==> config.mk <==
export PLATFORM = sky130hd
export DESIGN_NAME = max_pool_sequencer
export DESIGN_NICKNAME = d
export VERILOG_FILES = /design/src/rtl/max_pool_sequencer.sv
export SDC_FILE = /design/constraint.sdc
export NUM_CORES = 1
export LEC_CHECK = 0
export CORE_UTILIZATION = 38
export DETAILED_ROUTE_END_ITERATION = 6
export DONT_BUFFER_PORTS = 1
export GPL_TIMING_DRIVEN = 0
export PLACE_DENSITY_LB_ADDON = 0.25
export REMOVE_ABC_BUFFERS = 1
export SLEW_MARGIN = 20
export SYNTH_ARGS = -nofsm -noshare
export SYNTH_HDL_FRONTEND = slang
export SYNTH_SLANG_ARGS = --single-unit
==> constraint.sdc <==
create_clock -name CLK -period 6.61 [get_ports CLK]
set_input_delay 1.322 -clock CLK [delete_from_list [all_inputs] [get_ports CLK]]
set_output_delay 1.322 -clock CLK [all_outputs]
set_load 0.02 [all_outputs]
==> src/rtl/max_pool_sequencer.sv <==
// rtl/max_pool_sequencer.sv - column sequencer driving a pooling datapath across tiles
module max_pool_sequencer #(
  parameter int SA_LENGTH       = 256,
  parameter int MAX_FILTER_SIZE = 7,
  parameter int ADDR_WIDTH      = 16,
  parameter int TILE_WIDTH      = 8
) (
  input  logic                                 CLK,
  input  logic                                 ASYNC_RST,
  input  logic                                 Start,
  input  logic                                 Abort,
  input  logic [$clog2(SA_LENGTH)-1:0]         ImageWidth,
  input  logic [$clog2(MAX_FILTER_SIZE+1)-1:0] FilterSize,
  input  logic [TILE_WIDTH-1:0]                NumTiles,
  input  logic [ADDR_WIDTH-1:0]                SrcBase,
  input  logic [ADDR_WIDTH-1:0]                DstBase,
  output logic                                 Busy,
  output logic                                 Done,
  output logic                                 Error,
  output logic                                 RdEn,
  output logic [ADDR_WIDTH-1:0]                RdAddr,
  output logic                                 PoolEn,
  output logic                                 PoolSyncRst,
  output logic [$clog2(SA_LENGTH)-1:0]         PoolWidth,
  output logic [$clog2(MAX_FILTER_SIZE+1)-1:0] PoolFilter,
  output logic                                 WrEn,
  output logic [ADDR_WIDTH-1:0]                WrAddr
);

  localparam int WW = $clog2(SA_LENGTH);
  localparam int FW = $clog2(MAX_FILTER_SIZE + 1);

  typedef enum logic [2:0] {S_IDLE, S_CLEAR, S_STREAM, S_DRAIN, S_DONE} state_t;

  state_t                  state_q, state_d;
  logic [WW-1:0]           width_q, width_d;
  logic [FW-1:0]           filter_q, filter_d;
  logic [TILE_WIDTH-1:0]   tiles_q, tiles_d;
  logic [TILE_WIDTH-1:0]   tile_idx_q, tile_idx_d;
  logic [ADDR_WIDTH-1:0]   rdptr_q, rdptr_d;
  logic [ADDR_WIDTH-1:0]   wrptr_q, wrptr_d;
  logic [WW-1:0]           col_q, col_d;
  logic [FW-1:0]           win_q, win_d;
  logic                    drain_q, drain_d;
  logic                    win_done_q, win_done_d;
  logic                    busy_q, busy_d;
  logic                    done_q, done_d;
  logic                    error_q, error_d;
  logic                    rd_en_q, rd_en_d;
  logic [ADDR_WIDTH-1:0]   rd_addr_q, rd_addr_d;
  logic                    pool_en_q, pool_en_d;
  logic                    pool_sync_rst_q, pool_sync_rst_d;
  logic                    wr_en_q, wr_en_d;
  logic [ADDR_WIDTH-1:0]   wr_addr_q, wr_addr_d;
  logic                    cfg_ok;
  logic                    col_last;
  logic                    win_last;

  assign cfg_ok = (FilterSize >= FW'(2)) && (FilterSize <= FW'(MAX_FILTER_SIZE)) &&
                  (ImageWidth != '0) && ({{(WW-FW){1'b0}}, FilterSize} <= ImageWidth) &&
                  (NumTiles != '0);
  assign col_last = (col_q == width_q - WW'(1));
  assign win_last = (win_q == filter_q - FW'(1));

  // Next-state, counters and next-cycle output values; outputs are registered from these
  always_comb begin
    state_d         = state_q;
    width_d         = width_q;
    filter_d        = filter_q;
    tiles_d         = tiles_q;
    tile_idx_d      = tile_idx_q;
    rdptr_d         = rdptr_q;
    wrptr_d         = wrptr_q;
    col_d           = col_q;
    win_d           = win_q;
    drain_d         = drain_q;
    win_done_d      = 1'b0;
    done_d          = 1'b0;
    error_d         = 1'b0;
    rd_en_d         = 1'b0;
    rd_addr_d       = rd_addr_q;
    pool_en_d       = 1'b0;
    pool_sync_rst_d = 1'b0;
    wr_en_d         = 1'b0;
    wr_addr_d       = wr_addr_q;

    // A column finishing a window in its PoolEn cycle is written one cycle later
    if (pool_en_q && win_done_q) begin
      wr_en_d   = 1'b1;
      wr_addr_d = wrptr_q;
      wrptr_d   = wrptr_q + ADDR_WIDTH'(1);
    end

    case (state_q)
      S_IDLE: begin
        if (Start && !Abort) begin
          width_d    = ImageWidth;
          filter_d   = FilterSize;
          tiles_d    = NumTiles;
          rdptr_d    = SrcBase;
          wrptr_d    = DstBase;
          tile_idx_d = '0;
          if (cfg_ok) state_d = S_CLEAR;
          else        error_d = 1'b1;
        end
      end
      S_CLEAR: begin
        col_d   = '0;
        win_d   = '0;
        drain_d = 1'b0;
        state_d = S_STREAM;
      end
      S_STREAM: begin
        pool_en_d  = 1'b1;
        win_done_d = col_last || win_last;
        win_d      = (col_last || win_last) ? '0 : win_q + FW'(1);
        col_d      = col_q + WW'(1);
        if (col_last) state_d = S_DRAIN;
      end
      S_DRAIN: begin
        drain_d = ~drain_q;
        if (drain_q) begin
          if (tile_idx_q == tiles_q - TILE_WIDTH'(1)) begin
            state_d = S_DONE;
          end else begin
            tile_idx_d = tile_idx_q + TILE_WIDTH'(1);
            state_d    = S_CLEAR;
          end
        end
      end
      S_DONE: state_d = S_IDLE;
      default: state_d = S_IDLE;
    endcase

    // Abort drops everything in flight and resets the datapath
    if (busy_q && Abort) begin
      state_d         = S_IDLE;
      pool_en_d       = 1'b0;
      win_done_d      = 1'b0;
      wr_en_d         = 1'b0;
      wr_addr_d       = wr_addr_q;
      pool_sync_rst_d = 1'b1;
    end

    if (state_d == S_STREAM) begin
      rd_en_d   = 1'b1;
      rd_addr_d = rdptr_q;
      rdptr_d   = rdptr_q + ADDR_WIDTH'(1);
    end
    if (state_d == S_CLEAR) pool_sync_rst_d = 1'b1;
    busy_d = (state_d == S_CLEAR) || (state_d == S_STREAM) || (state_d == S_DRAIN);
    done_d = (state_d == S_DONE);
  end

  // State, counters and registered outputs
  always_ff @(posedge CLK or negedge ASYNC_RST) begin
    if (!ASYNC_RST) begin
      state_q         <= S_IDLE;
      width_q         <= '0;
      filter_q        <= '0;
      tiles_q         <= '0;
      tile_idx_q      <= '0;
      rdptr_q         <= '0;
      wrptr_q         <= '0;
      col_q           <= '0;
      win_q           <= '0;
      drain_q         <= 1'b0;
      win_done_q      <= 1'b0;
      busy_q          <= 1'b0;
      done_q          <= 1'b0;
      error_q         <= 1'b0;
      rd_en_q         <= 1'b0;
      rd_addr_q       <= '0;
      pool_en_q       <= 1'b0;
      pool_sync_rst_q <= 1'b0;
      wr_en_q         <= 1'b0;
      wr_addr_q       <= '0;
    end else begin
      state_q         <= state_d;
      width_q         <= width_d;
      filter_q        <= filter_d;
      tiles_q         <= tiles_d;
      tile_idx_q      <= tile_idx_d;
      rdptr_q         <= rdptr_d;
      wrptr_q         <= wrptr_d;
      col_q           <= col_d;
      win_q           <= win_d;
      drain_q         <= drain_d;
      win_done_q      <= win_done_d;
      busy_q          <= busy_d;
      done_q          <= done_d;
      error_q         <= error_d;
      rd_en_q         <= rd_en_d;
      rd_addr_q       <= rd_addr_d;
      pool_en_q       <= pool_en_d;
      pool_sync_rst_q <= pool_sync_rst_d;
      wr_en_q         <= wr_en_d;
      wr_addr_q       <= wr_addr_d;
    end
  end

  assign Busy        = busy_q;
  assign Done        = done_q;
  assign Error       = error_q;
  assign RdEn        = rd_en_q;
  assign RdAddr      = rd_addr_q;
  assign PoolEn      = pool_en_q;
  assign PoolSyncRst = pool_sync_rst_q;
  assign PoolWidth   = width_q;
  assign PoolFilter  = filter_q;
  assign WrEn        = wr_en_q;
  assign WrAddr      = wr_addr_q;

endmodule

m1.png
The bar under the picture is 50 um long.
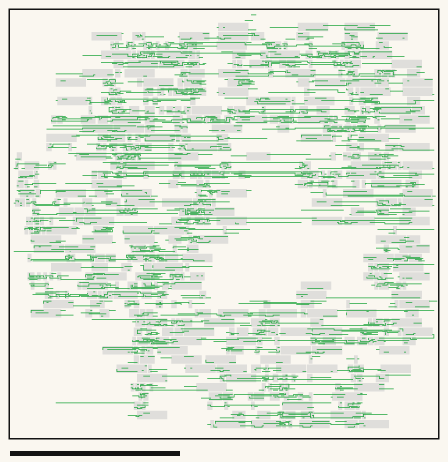
nets with wire on the layer: 624
wire length on this layer: 6000 um
share of all routed wire: 45%
longest straight run: 37.7 um

m2.png
The bar under the picture is 50 um long.
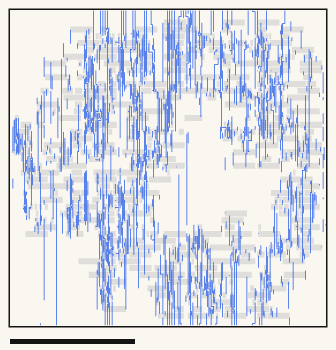
share of all routed wire: 50%
nets with wire on the layer: 555
main direction: vertical
wire length on this layer: 6540 um
longest straight run: 77.2 um

==> results.cfg <==
; synthesis and place-and-route metrics
[setup_path]
cp_max_fo = 44
critPathCaptureType = register
critPathArrivalTime_ps = 3760
required_ps = 6910
r2r_cells = 9
crit_type = reg -> reg

[clock_network]
clockBufferDepth = 2
ctsResizeCount = 0
clockRootBuffer = clkbuf_16
post-cts-setup-buffer-count = 0

[yosys]
ys_top_logic_family = simple AND/OR/NAND/NOR gates
synthTopCellsByArea = dfrtp_1 49%, nand2_1 6.5%, mux2_2 4.0%
async_flop_share_pct = 100
yosys.cell_types.count = 73
syn-instance-count = 591
synth.yosys.seq_area_share_pct = 48.8
synth-adder-area-share_pct = 2.35
top_area_share_pct = 48.8
syn_area_sq_mm = 0.00585
ff_type = dfrtp_1

[timing]
final_max_slew_viol_count = 0
hold_ws_ps = 493
tns_ps = 0
max_clock_freq_ghz = 0.290
period_used_pct = 52.2
fin_worst_skew_ps = 10.3
fin_ws_ps = 3160
rsz0062_at_grt = no

[layout]
comb_area_share_pct = 43.4
finish.instance_area_sq_mm = 0.00654
n_all_buffers = 1
clkbuf_count = 22
buffer_area_share_pct = 0.306
fillers = 1399
seq-cell-share_pct = 43.6
nNetsFinal = 654

[grt]
grt_pass1_wl_mm = 21.9
grt_use_total_pct = 17.7
top_usage_layer = met2
grt_max_degree = 115
antenna_found_initial = 0
overflow = 0

[pwr]
clock_power_share_pct = 24.9
p_total_w = 0.00325
powerSeq_w = 0.00147
powerComb_w = 0.000979
power.group.top = registers
ir_drop_mv = 0.199

[detailed_routing]
wl_per_cell_um = 16.8
vias = 4335
top_layer = met4
met1Wirelength_mm = 6.00
dr_wl_met2_mm = 6.54
drt-initial-drc-count = 245
routed_wirelength_mm = 13.2
drc_errors = 0

[placement]
portBuffers = 0
place_area_sq_mm = 0.00601
hpwl_mm = 9.03

[die]
rows = 44
fp.dieH_um = 126

[worst_hold_path]
min_to = RdAddr[14]

[status]
outcome = complete, no violations
m3.png
The bar under the picture is 50 um long.
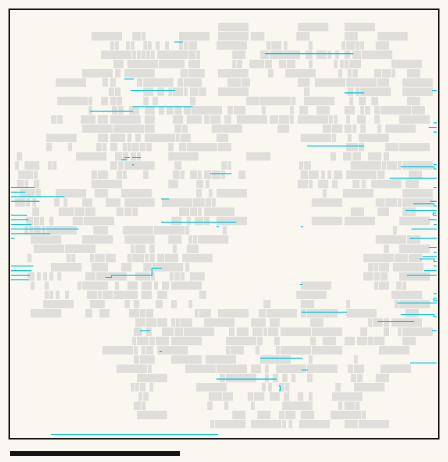
longest straight run: 49.0 um
wire length on this layer: 489 um

